### src/rtl/debounce_pkg.sv
// rtl/debounce_pkg.sv - shared types and constants for the switch debouncer
//
// Holds the per-channel FSM state encoding and the default stability
// windows: a short one for simulation and the real one for the 50 MHz board.
// No ports.

package debounce_pkg;

  typedef enum logic {
    STABLE   = 1'b0,
    COUNTING = 1'b1
  } state_e;

  localparam int SIM_STABLE_CYCLES   = 4;
  localparam int BOARD_STABLE_CYCLES = 1_000_000;

endpackage : debounce_pkg

### src/rtl/debounce_channel.sv
// rtl/debounce_channel.sv - single-bit synchronizer, debounce FSM and edge pulses
//
// Optional feature macro: SWITCH_DEBOUNCER_EDGE_EN (rise/fall registers).
//
// Ports:
//   clock   in   system clock, rising edge
//   resetn  in   asynchronous active-low reset
//   sw_in   in   raw bouncing switch level
//   sw_out  out  debounced level, registered
//   rise    out  one-cycle pulse on debounced 0->1 (0 when edge feature off)
//   fall    out  one-cycle pulse on debounced 1->0 (0 when edge feature off)

module debounce_channel
  import debounce_pkg::*;
#(
  parameter int STABLE_CYCLES = SIM_STABLE_CYCLES
) (
  input  logic clock,
  input  logic resetn,
  input  logic sw_in,
  output logic sw_out,
  output logic rise,
  output logic fall
);

  localparam int            CW   = $clog2(STABLE_CYCLES + 1);
  localparam logic [CW-1:0] LAST = CW'(STABLE_CYCLES - 1);

  if (STABLE_CYCLES < 1) begin : g_bad_param
    $error("debounce_channel: STABLE_CYCLES must be at least 1");
  end

  logic          meta_q;
  logic          sync_q;
  state_e        state_q, state_d;
  logic [CW-1:0] count_q, count_d;
  logic          sw_out_q, sw_out_d;

  always_comb begin
    state_d  = state_q;
    count_d  = count_q;
    sw_out_d = sw_out_q;
    unique case (state_q)
      STABLE: begin
        count_d = '0;
        if (sync_q != sw_out_q) begin
          // A one-sample window means the first differing sample is enough.
          if (STABLE_CYCLES == 1) begin
            sw_out_d = sync_q;
          end else begin
            state_d = COUNTING;
            count_d = CW'(1);
          end
        end
      end
      COUNTING: begin
        if (sync_q == sw_out_q) begin
          // Bounced back before the window filled: forget the attempt.
          state_d = STABLE;
          count_d = '0;
        end else if (count_q == LAST) begin
          sw_out_d = sync_q;
          state_d  = STABLE;
          count_d  = '0;
        end else begin
          count_d = count_q + CW'(1);
        end
      end
      default: begin
        state_d = STABLE;
        count_d = '0;
      end
    endcase
  end

  always_ff @(posedge clock or negedge resetn) begin
    if (!resetn) begin
      meta_q   <= 1'b0;
      sync_q   <= 1'b0;
      state_q  <= STABLE;
      count_q  <= '0;
      sw_out_q <= 1'b0;
    end else begin
      meta_q   <= sw_in;
      sync_q   <= meta_q;
      state_q  <= state_d;
      count_q  <= count_d;
      sw_out_q <= sw_out_d;
    end
  end

  assign sw_out = sw_out_q;

`ifdef SWITCH_DEBOUNCER_EDGE_EN
  logic rise_q, rise_d;
  logic fall_q, fall_d;

  // Derived from the next output value so the pulse lands on the same edge
  // as the sw_out change; rise and fall are mutually exclusive by construction.
  always_comb begin
    rise_d = sw_out_d & ~sw_out_q;
    fall_d = ~sw_out_d & sw_out_q;
  end

  always_ff @(posedge clock or negedge resetn) begin
    if (!resetn) begin
      rise_q <= 1'b0;
      fall_q <= 1'b0;
    end else begin
      rise_q <= rise_d;
      fall_q <= fall_d;
    end
  end

  assign rise = rise_q;
  assign fall = fall_q;
`else
  assign rise = 1'b0;
  assign fall = 1'b0;
`endif

endmodule : debounce_channel

### src/rtl/switch_debouncer.sv
// rtl/switch_debouncer.sv - multi-channel switch debouncer top
//
// Optional feature macro: SWITCH_DEBOUNCER_EDGE_EN (rise/fall registers).
//
// Ports:
//   clock   in   system clock, rising edge
//   resetn  in   asynchronous active-low reset
//   sw_in   in   [WIDTH] raw bouncing switch levels
//   sw_out  out  [WIDTH] debounced levels, registered
//   rise    out  [WIDTH] one-cycle pulse per channel on debounced 0->1
//   fall    out  [WIDTH] one-cycle pulse per channel on debounced 1->0

module switch_debouncer
  import debounce_pkg::*;
#(
  parameter int WIDTH         = 2,
  parameter int STABLE_CYCLES = SIM_STABLE_CYCLES
) (
  input  logic             clock,
  input  logic             resetn,
  input  logic [WIDTH-1:0] sw_in,
  output logic [WIDTH-1:0] sw_out,
  output logic [WIDTH-1:0] rise,
  output logic [WIDTH-1:0] fall
);

  for (genvar i = 0; i < WIDTH; i++) begin : g_chan
    debounce_channel #(
      .STABLE_CYCLES(STABLE_CYCLES)
    ) u_chan (
      .clock (clock),
      .resetn(resetn),
      .sw_in (sw_in[i]),
      .sw_out(sw_out[i]),
      .rise  (rise[i]),
      .fall  (fall[i])
    );
  end

endmodule : switch_debouncer

### config.mk
export PLATFORM = sky130hd
export DESIGN_NAME = switch_debouncer
export DESIGN_NICKNAME = d
export VERILOG_FILES = /design/src/rtl/debounce_pkg.sv /design/src/rtl/debounce_channel.sv /design/src/rtl/switch_debouncer.sv
export SDC_FILE = /design/constraint.sdc
export NUM_CORES = 1
export LEC_CHECK = 0
export ABC_AREA = 1
export CAP_MARGIN = 40
export CORE_MARGIN = 1.5
export CORE_UTILIZATION = 43
export DETAILED_ROUTE_END_ITERATION = 10
export PLACE_DENSITY = 0.7
export SETUP_SLACK_MARGIN = 0.15
export SLEW_MARGIN = 25
export SYNTH_ARGS = -nofsm -noshare
export SYNTH_HDL_FRONTEND = slang
export SYNTH_HIERARCHICAL = 1
export SYNTH_SLANG_ARGS = --single-unit
export TNS_END_PERCENT = 20
### constraint.sdc
create_clock -name clock -period 0.9 [get_ports clock]
set_input_delay 0.09 -clock clock [delete_from_list [all_inputs] [get_ports clock]]
set_output_delay 0.09 -clock clock [all_outputs]
set_load 0.01 [all_outputs]
**Metal 1**

The bar under the picture is 10 um long. Supply wires on this layer in gray.
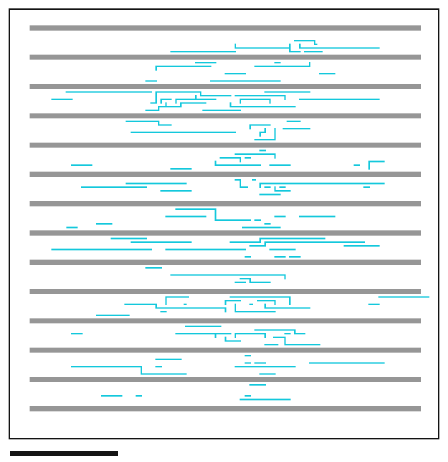
main direction	horizontal
longest straight run	11.5 um
share of all routed wire	49%
wire length on this layer	382 um
Vias: 376
met1 Usage GRT: 0.149
Total Wirelength: 786 um

**Signal wires on met2**

Cells faint in the background.
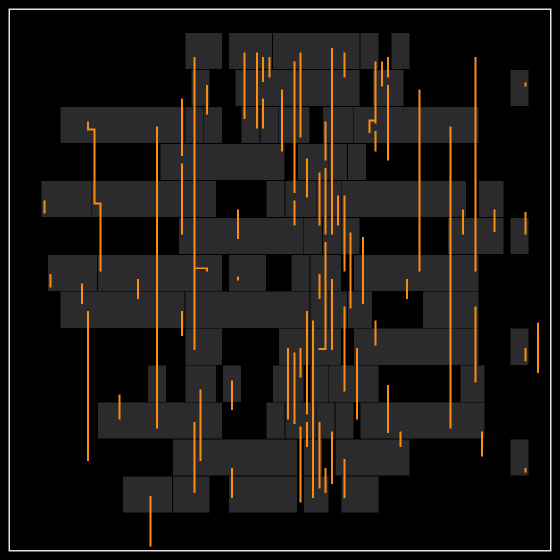
nets with wire on the layer	64
longest straight run	22.1 um
wire length on this layer	360 um
share of all routed wire	46%
met2 Use GR: 0.143

**Met3 routing**

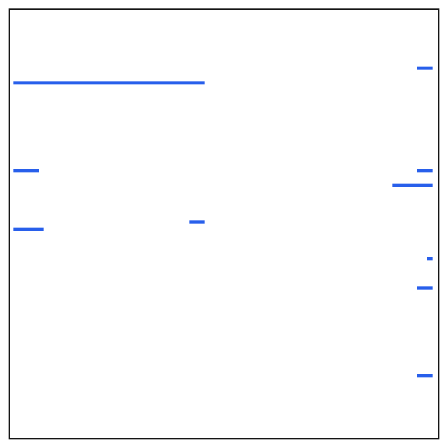
nets with wire on the layer	9
wire length on this layer	31.5 um
grt met3 use: 0.0511

**Wire density map**

8 x 8 tiles, from dark blue (low) to red (high), scaled to the fullest tile. Values are wire area over tile area, all layers added.
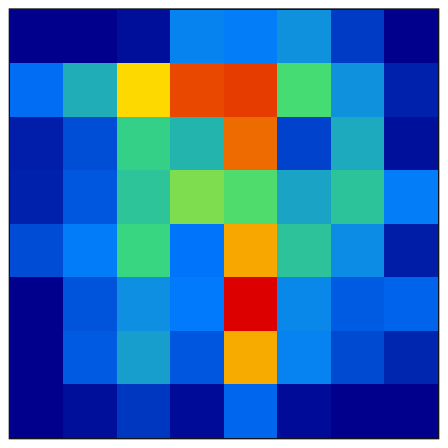
nearly empty tiles	13%
fullest tile	0.28
mean over tiles	0.079
DR WL/cell: 8.93 um
GRT Overall Usage: 0.117

==> metrics.csv <==
stage;metric;value;unit
final_timing;rsz0062_at_grt;true;
global_routing;grt_max_degree;15;
drt;firstDrtPassIters;4;
global_routing;top_usage_layer;met1;
clocking;ctsHoldBuffers;0;
final_layout;synthToLayoutAreaGrowth;28.2;%
setup_path;r2r.worst_path.cells;3;
pwr;p_clk_frac;0.220;
setup_path;r2r_slack;0.006;ns
drt;avgViaCountPerCell;4.27;
final_layout;fillCellCount;109;
final_timing;timing_hold_violations_final;0;
setup_path;cp.required;1.11;ns
final_timing;fin_crit_sh;0.993;
global_routing;grt-ovfl-total;0;
die;num_io_pins;10;
clocking;post_cts_resize_count;16;
pwr;power-top-group;registers;
drt;drc;0;
synthesis;postSynthSeqShare;0.603;
final_layout;nets;80;
final_timing;maxSlewViolCount;0;
run_status;outcome;completed;
clocking;post_cts_buffers;0;
placed_design;dpl.cell_count;83;
clocking;root_buffer;clkbuf_4;
-- how the worst max path moves through the flow --
| stage | start | to | slack (ns) | cells past startpoint |
|---|---|---|---|---|
| 5_1_grt | g_chan[0].u_chan/sw_out$_DFFE_PN0P_ | g_chan[0].u_chan/count_q[0]$_DFF_PN0_ | -0.05 | 6 |
| 6_report | g_chan[0].u_chan/count_q[0]$_DFF_PN0_ | g_chan[0].u_chan/count_q[1]$_DFF_PN0_ | 0.006 | 3 |
| 2_1_floorplan | g_chan[0].u_chan/count_q[1]$_DFF_PN0_ | g_chan[0].u_chan/count_q[1]$_DFF_PN0_ | 0.06 | 3 |
| 3_3_place_gp | g_chan[0].u_chan/sw_out$_DFFE_PN0P_ | sw_out[0] | -0.03 | 1 |
| 3_5_place_dp | g_chan[0].u_chan/sw_out$_DFFE_PN0P_ | sw_out[0] | -0.04 | 1 |
| 4_1_cts | g_chan[1].u_chan/sw_out$_DFFE_PN0P_ | g_chan[1].u_chan/count_q[2]$_DFF_PN0_ | -0.02 | 6 |
-- final cells by class --
type | count | area (sq um) | share of cell area
Clock buffer | 4 | 36.3 | 0.0487
Inverter | 12 | 45.0 | 0.0605
Multi-Input combinational cell | 34 | 216 | 0.291
Sequential cell | 14 | 350 | 0.471
Tap cell | 15 | 18.8 | 0.0252
Timing Repair Buffer | 9 | 77.6 | 0.104
-- critical path: cells and delay by family, from the launching register on --
family                   cells  cell delay, ns
flip-flops                   1            0.39
adder cells (fa/ha/maj)      1            0.31
AND/OR/NAND/NOR              1            0.08
AND-OR/OR-AND                1            0.05
-- synth_stat cells, drive strengths merged --
cell	instances
o21ai	4
nand2	16
nand3	2
inv	12
conb	2
dfrtp	14
buf	4
ha	2
nor2	6
Power and IR drop assume default switching activity.
